`src/rtl/uncached_loader.sv`:
```
// Uncached load path: one single-beat AXI read per MEM-stage load.
// Arbitrates for the shared port, then returns the extended load data.
module uncached_loader (
  input  logic        clk,
  input  logic        rst_n,
  output logic        uncached_loader_req,
  input  logic        uncached_loader_grnt,
  output logic [3:0]  uncached_loader_arid,
  output logic [31:0] uncached_loader_araddr,
  output logic [3:0]  uncached_loader_arlen,
  output logic [2:0]  uncached_loader_arsize,
  output logic [1:0]  uncached_loader_arburst,
  output logic [1:0]  uncached_loader_arlock,
  output logic [3:0]  uncached_loader_arcache,
  output logic [2:0]  uncached_loader_arprot,
  output logic        uncached_loader_arvalid,
  input  logic        uncached_loader_arready,
  input  logic [3:0]  uncached_loader_rid,
  input  logic [31:0] uncached_loader_rdata,
  input  logic [1:0]  uncached_loader_rresp,
  input  logic        uncached_loader_rlast,
  input  logic        uncached_loader_rvalid,
  output logic        uncached_loader_rready,
  input  logic        uncached_loader_cpu_uncached,
  input  logic        uncached_loader_cpu_re,
  input  logic [31:0] uncached_loader_cpu_addr,
  input  logic [2:0]  uncached_loader_cpu_load_type,
  output logic [31:0] uncached_loader_cpu_rdata,
  output logic        uncached_loader_cpu_Stall,
  output logic        uncached_loader_cpu_PC_Stall
);

  localparam logic [2:0] S_IDLE = 3'd0;
  localparam logic [2:0] S_WAIT = 3'd1;
  localparam logic [2:0] S_ADDR = 3'd2;
  localparam logic [2:0] S_DATA = 3'd3;
  localparam logic [2:0] S_DONE = 3'd4;

  localparam logic [3:0] RD_ID = 4'b0011;

  localparam logic [2:0] LT_LB  = 3'b001;
  localparam logic [2:0] LT_LBU = 3'b010;
  localparam logic [2:0] LT_LH  = 3'b011;
  localparam logic [2:0] LT_LHU = 3'b100;

  logic [2:0]  state_q, state_d;
  logic        req_q, req_d;
  logic        arvalid_q, arvalid_d;
  logic        rready_q, rready_d;
  logic [31:0] rdata_q, rdata_d;
  logic [31:0] addr_q, addr_d;
  logic [2:0]  type_q, type_d;

  logic need_read;
  logic beat_ok;
  logic unused_resp;

  assign need_read = uncached_loader_cpu_uncached
                   & uncached_loader_cpu_re;

  assign beat_ok = uncached_loader_rvalid
                 & rready_q
                 & (uncached_loader_rid == RD_ID);

  // Response status and last flag carry no information for one beat.
  assign unused_resp = ^{uncached_loader_rresp, uncached_loader_rlast};

  function automatic logic [31:0] extend(
    input logic [2:0]  t,
    input logic [1:0]  off,
    input logic [31:0] d
  );
    logic [7:0]  b;
    logic [15:0] h;
    logic [31:0] r;
    unique case (off)
      2'd0: b = d[7:0];
      2'd1: b = d[15:8];
      2'd2: b = d[23:16];
      2'd3: b = d[31:24];
      default: b = d[7:0];
    endcase
    h = off[1] ? d[31:16] : d[15:0];
    case (t)
      LT_LB:   r = {{24{b[7]}}, b};
      LT_LBU:  r = {24'd0, b};
      LT_LH:   r = {{16{h[15]}}, h};
      LT_LHU:  r = {16'd0, h};
      default: r = d;
    endcase
    return r;
  endfunction

  // Next-state and registered-output logic for the read transaction.
  always_comb begin
    state_d   = state_q;
    req_d     = req_q;
    arvalid_d = arvalid_q;
    rready_d  = rready_q;
    rdata_d   = rdata_q;
    addr_d    = addr_q;
    type_d    = type_q;
    unique case (state_q)
      S_IDLE: begin
        req_d     = 1'b0;
        arvalid_d = 1'b0;
        rready_d  = 1'b0;
        if (need_read) begin
          addr_d  = uncached_loader_cpu_addr;
          type_d  = uncached_loader_cpu_load_type;
          req_d   = 1'b1;
          state_d = S_WAIT;
        end
      end
      S_WAIT: begin
        if (uncached_loader_grnt) begin
          arvalid_d = 1'b1;
          state_d   = S_ADDR;
        end
      end
      S_ADDR: begin
        if (uncached_loader_arready) begin
          arvalid_d = 1'b0;
          rready_d  = 1'b1;
          state_d   = S_DATA;
        end
      end
      S_DATA: begin
        if (beat_ok) begin
          rdata_d  = extend(type_q, addr_q[1:0],
                            uncached_loader_rdata);
          rready_d = 1'b0;
          state_d  = S_DONE;
        end
      end
      S_DONE: begin
        req_d   = 1'b0;
        state_d = S_IDLE;
      end
      default: begin
        req_d     = 1'b0;
        arvalid_d = 1'b0;
        rready_d  = 1'b0;
        state_d   = S_IDLE;
      end
    endcase
  end

  // State registers; reset abandons any transaction in flight.
  always_ff @(posedge clk or negedge rst_n) begin
    if (!rst_n) begin
      state_q   <= S_IDLE;
      req_q     <= 1'b0;
      arvalid_q <= 1'b0;
      rready_q  <= 1'b0;
      rdata_q   <= 32'd0;
      addr_q    <= 32'd0;
      type_q    <= 3'd0;
    end else begin
      state_q   <= state_d;
      req_q     <= req_d;
      arvalid_q <= arvalid_d;
      rready_q  <= rready_d;
      rdata_q   <= rdata_d;
      addr_q    <= addr_d;
      type_q    <= type_d;
    end
  end

  // Stall covers the request cycle and every wait state, not DONE.
  always_comb begin
    uncached_loader_cpu_Stall = 1'b0;
    if (state_q == S_IDLE)
      uncached_loader_cpu_Stall = need_read;
    else if (state_q == S_WAIT || state_q == S_ADDR ||
             state_q == S_DATA)
      uncached_loader_cpu_Stall = 1'b1;
  end

  assign uncached_loader_cpu_PC_Stall = uncached_loader_cpu_Stall;

  assign uncached_loader_req       = req_q;
  assign uncached_loader_arvalid   = arvalid_q;
  assign uncached_loader_rready    = rready_q;
  assign uncached_loader_cpu_rdata = rdata_q;
  assign uncached_loader_araddr    = {addr_q[31:2], 2'b00};

  assign uncached_loader_arid    = RD_ID;
  assign uncached_loader_arlen   = 4'd0;
  assign uncached_loader_arsize  = 3'b010;
  assign uncached_loader_arburst = 2'd0;
  assign uncached_loader_arlock  = 2'd0;
  assign uncached_loader_arcache = 4'd0;
  assign uncached_loader_arprot  = 3'd0;

endmodule

```
`config.mk`:
```
export PLATFORM = sky130hd
export DESIGN_NAME = uncached_loader
export DESIGN_NICKNAME = d
export VERILOG_FILES = /design/src/rtl/uncached_loader.sv
export SDC_FILE = /design/constraint.sdc
export NUM_CORES = 1
export LEC_CHECK = 0
export ABC_AREA = 1
export CORE_ASPECT_RATIO = 1.1
export CORE_MARGIN = 2
export CORE_UTILIZATION = 45
export CTS_BUF_LIST = sky130_fd_sc_hd__clkbuf_16
export CTS_CLUSTER_SIZE = 25
export DETAILED_ROUTE_END_ITERATION = 8
export PLACE_DENSITY = 0.8
export SLEW_MARGIN = 15
export SYNTH_ARGS = -nofsm -noshare
export SYNTH_HDL_FRONTEND = slang
export SYNTH_SLANG_ARGS = --single-unit
export TNS_END_PERCENT = 50
```
`constraint.sdc`:
```
create_clock -name clk -period 2.1 [get_ports clk]
set_input_delay 0.63 -clock clk [delete_from_list [all_inputs] [get_ports clk]]
set_output_delay 0.63 -clock clk [all_outputs]
set_load 0.05 [all_outputs]
```
==> impl_metrics.env, run 1 <==
# yosys + openroad results
export IMPL_mostFrequentLayoutCells="nand2_1, clkdlybuf4s50_1, dfrtp_1"
export IMPL_routed_via_density=4.69
export IMPL_synthXorXnorAreaFrac_pct=0
export IMPL_power_mw=8.38
export IMPL_portBuffers=144
export IMPL_common_cells="nand2_1, dfrtp_1, nor2_1"
export IMPL_io_pins=172
export IMPL_cts_inserted_buffers=9
export IMPL_yosysWarnings=0
export IMPL_synth_edff_count=0
export IMPL_highest_layer="met4"
export IMPL_timing_worst_slew_pin_value_ps=502
export IMPL_switching_power_mw=3.98
export IMPL_ff_type="dfrtp_1"
export IMPL_hp_class="input port to asynchronous set/reset pin"
export IMPL_fmax_ghz=0.509
export IMPL_outcome="finished clean"
export IMPL_setup_tns_ps=0
export IMPL_crit_buf_inv=2
export IMPL_synthTopCellsByArea="dfrtp_1, nand2_1, buf_4, mux2_2, nand3_1"
export IMPL_slew_violations=0
export IMPL_synthMuxAreaShare_pct=7.73
export IMPL_r2r_start="state_q[0]"
export IMPL_irDropWorstVdd_uv=549
export IMPL_top_cell_area_share_pct=41.8
export IMPL_fin_hold_ws_ps=236
export IMPL_grt_pass1_vias=3604
export IMPL_cpPeakStageDelay_ps=230
export IMPL_top_cell="nand2_1"
export IMPL_fin_nets=745
export IMPL_max_cap_violations=0
export IMPL_power_share_sequential_pct=26.2
export IMPL_netlist_area_um2=4370
export IMPL_met1_length_um=4270
export IMPL_crit_path_end_kind="output pin"
export IMPL_p_int_mw=4.40
export IMPL_dr_pass1_iters=5
export IMPL_drc=0
export IMPL_netlist_instances=551
export IMPL_critPathSlowestCell="dlygate4sd2_1"
export IMPL_drive_gt1_share_pct=20.2
export IMPL_hold_violations=0
export IMPL_synth_logic_top_family="simple AND/OR/NAND/NOR gates"
export IMPL_cts_hold_buf=0
export IMPL_die_w_um=98.0
export IMPL_dp_cells=770
export IMPL_routedWlPerCell_um=13.2
export IMPL_drt_antenna_violating_nets=0
export IMPL_cts_root_buffer="clkbuf_16"
export IMPL_cts_buffer_depth=2
export IMPL_dr_wl_met3_um=567
export IMPL_largest_area_cell="dfrtp_1"
export IMPL_swShare_pct=47.5
export IMPL_drt_initial_drc_count=168
export IMPL_ys_cells=551
export IMPL_post_route_util_pct=62.0
export IMPL_dpl_worst_slack_ps=-170
export IMPL_async_reset_ff_share_pct=100
export IMPL_core_area_um2=9400
export IMPL_p_seq_mw=2.19
export IMPL_num_rows=37
export IMPL_finalNonFillerCells=786
export IMPL_start_kind="input port"
export IMPL_setup_ws_ps=136
export IMPL_grt_max_degree=43
export IMPL_simple_gate_area_share_pct=29.7
export IMPL_p_clk_share_pct=19.0
export IMPL_grt_ovfl_total=0
export IMPL_cts_setup_buffers=0
export IMPL_fin_crit_ps=1960
export IMPL_setup_viol_count_final=0
export IMPL_p_clk_mw=1.59
export IMPL_antenna_cells=0
export IMPL_dieArea_um2=10500
export IMPL_crit_arrival_ps=1330
export IMPL_power_density_nw_per_um2=1440
export IMPL_top_usage_layer="met2"
export IMPL_worstPathRequired_ps=1470
export IMPL_gp_congestion=0.850
export IMPL_rsz0062_at_grt="no"
export IMPL_cts_resized=14
export IMPL_lay_top_count="nand2_1"
export IMPL_cts_num_sinks=73
export IMPL_top_power_group="combinational logic"
export IMPL_crit_cells=4
export IMPL_relSlewSlack_pct=66.5
export IMPL_postSynthSeqShare_pct=41.8
export IMPL_htreeDepth=3
export IMPL_path_clk_slew_ps=60
export IMPL_grt_usage_pct=20.3
export IMPL_clkLatencyLatePin_ps=330
export IMPL_place_area_um2=5530
export IMPL_crit_family="buffers and inverters"
export IMPL_synthDistinctLibCells=30
export IMPL_critPathMaxFanout=3
export IMPL_warning_count=29
export IMPL_r2r_setup_slack_ps=480
export IMPL_r2r_end="addr_q[30]"
export IMPL_p_comb_mw=4.59
export IMPL_area_growth_syn_to_layout_pct=33.4
export IMPL_initCoreUtil_pct=46.5
export IMPL_syn_area_per_cell_um2=7.93
export IMPL_die_height_um=107
export IMPL_crit_type="input port to output pin"
export IMPL_worstRegToRegCells=4
export IMPL_pwr_share_comb_pct=54.8
export IMPL_p_leak_nw=3.09
export IMPL_cts_tree="done"
export IMPL_fin_crit_sh_pct=93.5
export IMPL_wl_met2_um=5350
export IMPL_worstPathCellList="dlygate4sd2_1, nand2_2, a21oi_4, buf_12"
export IMPL_yosys_area_share_aoi_pct=2.92
export IMPL_dp_final_hpwl_um=7770
export IMPL_grt_pass1_wl_um=17100
export IMPL_adder_share_pct=0
export IMPL_fin_skew_ps=3.92
export IMPL_ys_chip_area_um2=4370
export IMPL_antenna_found_initial=0
export IMPL_final_area_um2=5830
export IMPL_synth_flops=73
-- run 1: area by class of cell --
cell class	count	area (um2)
fill	811	3570
multi-input combinational	362	1870
sequential	73	1830
timing repair buffer	153	1430
inverter	65	246
clock buffer	9	225
tap	117	146
clock inverter	7	85.1
-- run 1: worst max path at each step --
stage / from / end
3_5_place_dp: uncached_loader_cpu_re / uncached_loader_cpu_Stall
3_3_place_gp: uncached_loader_cpu_uncached / uncached_loader_cpu_Stall
4_1_cts: addr_q[10] / uncached_loader_araddr[10]
6_report: uncached_loader_cpu_uncached / uncached_loader_cpu_Stall
5_1_grt: uncached_loader_cpu_uncached / uncached_loader_cpu_Stall
2_1_floorplan: uncached_loader_cpu_uncached / uncached_loader_cpu_Stall
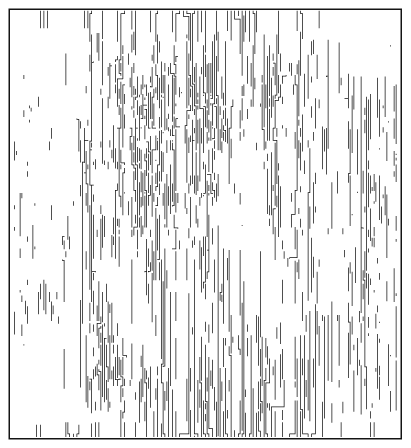
Figure 1: run 1, metal 2.
longest straight run: 59.2 um
wire length on this layer: 5350 um
main direction: vertical
Vias: 3690
GR Layer Usage met2: 35.8%
final wirelength: 10300 um

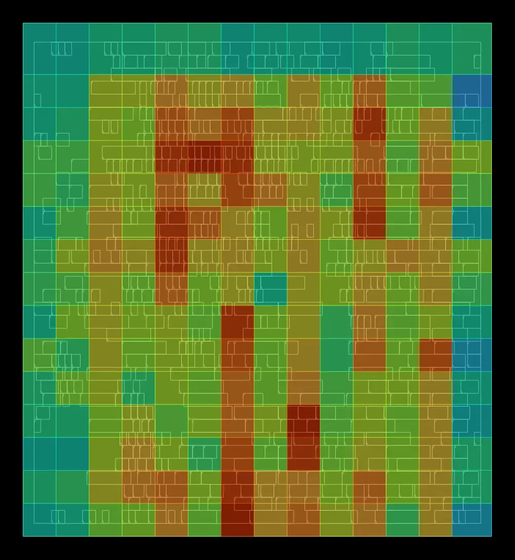
Figure 2: run 1, routing congestion map.
grt met3 use: 4.03%
met1 Usage GRT: 25.1%

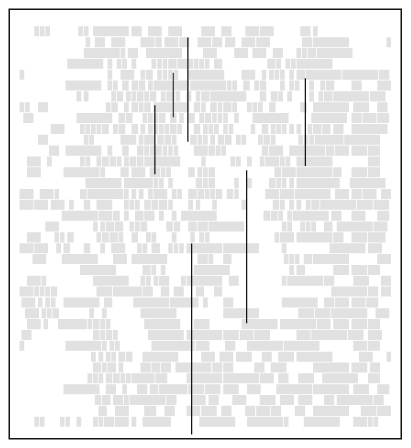
Figure 3: run 1, signal wires on met4.
wire length on this layer: 161 um
share of all routed wire: 1.6%
longest straight run: 47.6 um

==> run 2: changes to the inputs <==
- CORE_UTILIZATION: 45 -> 40
- PLACE_DENSITY: 0.8 -> 0.75
- clock period: 2.1 -> 1.63 ns (I/O delays scaled with it)
==> run 2 against run 1 <==
Net effect: the run now ends with setup timing left; flip-flop count did not move; non-clock buffer count rose by 22; synthesized area did not move; critical path depth did not move; combinational power rose by 65%; synthesized cell count did not move; register-to-register slack got worse by 450 ps; sequential power rose by 43%; sequential share of layout area fell by 5.1 points; first-iteration DRC count rose by 46%; routed wire length rose by 16%; core utilization rose by 2.9 points; largest cell class is now non-clock buffers.
==> impl_metrics.env, run 2 <==
# yosys + openroad results
export IMPL_outcome="finished, violations left"
export IMPL_failed_checks="setup timing"
export IMPL_slew_violations=0
export IMPL_htreeDepth=3
export IMPL_p_leak_nw=3.47
export IMPL_initCoreUtil_pct=40.6
export IMPL_hold_violations=0
export IMPL_p_clk_mw=2.40
export IMPL_path_clk_slew_ps=60
export IMPL_ys_chip_area_um2=4370
export IMPL_synth_flops=73
export IMPL_common_cells="nand2_1, dfrtp_1, nor2_1"
export IMPL_worstPathCellList="clkdlybuf4s15_2, nand2_2, a21oi_4, buf_12"
export IMPL_grt_pass1_vias=3847
export IMPL_top_cell="nand2_1"
export IMPL_cts_num_sinks=73
export IMPL_rsz0062_at_grt="yes"
export IMPL_power_share_sequential_pct=23.9
export IMPL_switching_power_mw=5.59
export IMPL_cts_inserted_buffers=9
export IMPL_cts_buffer_depth=2
export IMPL_cts_setup_buffers=6
export IMPL_netlist_instances=551
export IMPL_vias=3929
export IMPL_start_kind="input port"
export IMPL_portBuffers=144
export IMPL_die_height_um=114
export IMPL_inverters=65
export IMPL_crit_path_end_kind="output pin"
export IMPL_netlist_area_um2=4370
export IMPL_finalNonFillerCells=838
export IMPL_routedWlPerCell_um=14.3
export IMPL_num_rows=40
export IMPL_fin_crit_sh_pct=101
export IMPL_setup_ws_ps=-16.9
export IMPL_p_int_mw=7.51
export IMPL_r2r_end="uncached_loader_cpu_rdata[15]"
export IMPL_cts_tree="done"
export IMPL_yosysWarnings=0
export IMPL_critPathSlowestCell="a21oi_4"
export IMPL_drt_initial_drc_count=246
export IMPL_area_growth_syn_to_layout_pct=59.9
export IMPL_dp_cells=806
export IMPL_synthXorXnorAreaFrac_pct=0
export IMPL_crit_family="buffers and inverters"
export IMPL_fin_skew_ps=5.98
export IMPL_cts_resized=11
export IMPL_final_area_um2=6990
export IMPL_worstPathRequired_ps=1140
export IMPL_cts_root_buffer="clkbuf_16"
export IMPL_largest_area_cell="dfrtp_1"
export IMPL_cpPeakStageDelay_ps=240
export IMPL_critPathMaxFanout=3
export IMPL_n_clock_buffer=9
export IMPL_routed_via_density=4.69
export IMPL_worstRegToRegCells=10
export IMPL_antenna_cells=0
export IMPL_grt_max_degree=43
export IMPL_power_mw=13.1
export IMPL_p_clk_share_pct=18.3
export IMPL_comb_share_pct=26.9
export IMPL_warning_count=31
export IMPL_p_comb_mw=7.58
export IMPL_seq_area_um2=1830
export IMPL_drc=0
export IMPL_grt_ovfl_total=0
export IMPL_drive_gt1_share_pct=25.3
export IMPL_yosys_area_share_aoi_pct=2.92
export IMPL_buffer_area_share_pct=35.6
export IMPL_power_density_nw_per_um2=1880
export IMPL_nFillCells=864
export IMPL_setup_tns_ps=-33.0
export IMPL_fin_crit_ps=1650
export IMPL_place_area_um2=6410
export IMPL_die_w_um=104
export IMPL_lay_top_count="nand2_1"
export IMPL_crit_buf_inv=2
export IMPL_crit_type="input port to output pin"
export IMPL_async_reset_ff_share_pct=100
export IMPL_synthDistinctLibCells=30
export IMPL_crit_arrival_ps=1160
export IMPL_sh_seq_area_pct=26.2
export IMPL_cts_hold_buf=0
export IMPL_irDropWorstVdd_uv=967
export IMPL_swShare_pct=42.7
export IMPL_wl_um=12000
export IMPL_synth_edff_count=0
export IMPL_tapCellCount=147
export IMPL_pwr_share_comb_pct=57.9
export IMPL_antenna_found_initial=0
export IMPL_ff_type="dfrtp_1"
export IMPL_dp_final_hpwl_um=8820
export IMPL_grt_usage_pct=20.0
export IMPL_mostFrequentLayoutCells="nand2_1, clkdlybuf4s50_1, buf_12"
export IMPL_drt_antenna_violating_nets=0
export IMPL_p_seq_mw=3.13
export IMPL_fin_nets=767
export IMPL_adder_share_pct=0
export IMPL_synthMuxAreaShare_pct=7.73
export IMPL_r2r_start="state_q[0]"
export IMPL_io_pins=172
export IMPL_n_all_buffers=175
export IMPL_comb_cells=362
export IMPL_clk_share_pct=5.12
export IMPL_r2r_setup_slack_ps=30
export IMPL_n_sequential_cell=73
export IMPL_synthTopCellsByArea="dfrtp_1, nand2_1, buf_4, mux2_2, nand3_1"
export IMPL_dr_pass1_iters=5
export IMPL_clkLatencyLatePin_ps=340
export IMPL_comb_area_um2=1880
export IMPL_dieArea_um2=11800
export IMPL_syn_area_per_cell_um2=7.93
export IMPL_top_power_group="combinational logic"
export IMPL_setup_viol_count_final=2
export IMPL_simple_gate_area_share_pct=29.7
export IMPL_ys_cells=551
export IMPL_synth_logic_top_family="simple AND/OR/NAND/NOR gates"
export IMPL_fin_hold_ws_ps=73.2
export IMPL_hp_class="input port to asynchronous set/reset pin"
export IMPL_fmax_ghz=0.607
run 2: worst max-delay path by stage:
stage                                  from                           end  cells after the start
2_1_floorplan  uncached_loader_cpu_uncached     uncached_loader_cpu_Stall                      3
3_3_place_gp   uncached_loader_cpu_uncached                    addr_q[31]                      4
3_5_place_dp   uncached_loader_cpu_uncached                    addr_q[30]                      4
4_1_cts                          state_q[0]     uncached_loader_cpu_Stall                      3
5_1_grt                          state_q[1]  uncached_loader_cpu_PC_Stall                      3
6_report       uncached_loader_cpu_uncached     uncached_loader_cpu_Stall                      4
run 2: metal layers:
metal / up-vias / track usage, % / wire, um
met5: - / 0 / 0
met4: 0 / 8.92 / 339
met3: 32 / 3.83 / 753
met2: 182 / 36.6 / 6250
met1: 1813 / 22.9 / 4660
li1: 1902 / - / -
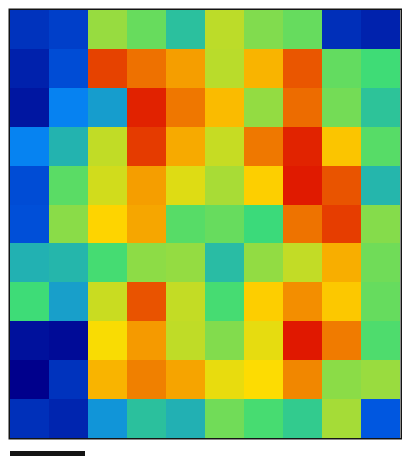
Figure 4: run 2, cell area per tile.
Scale bar: 20 um. The die is cut into 10 by 11 equal tiles; dark blue is low, red is high, 0 to 100% covered.
mean over tiles: 58%
tiles over 75% full: 31%
fullest tile: 97%
nearly empty tiles: 0.90%
fin util: 64.9%
total core area: 10800 um2

Power figures rest on the tool's default switching activity, not on a simulated workload.
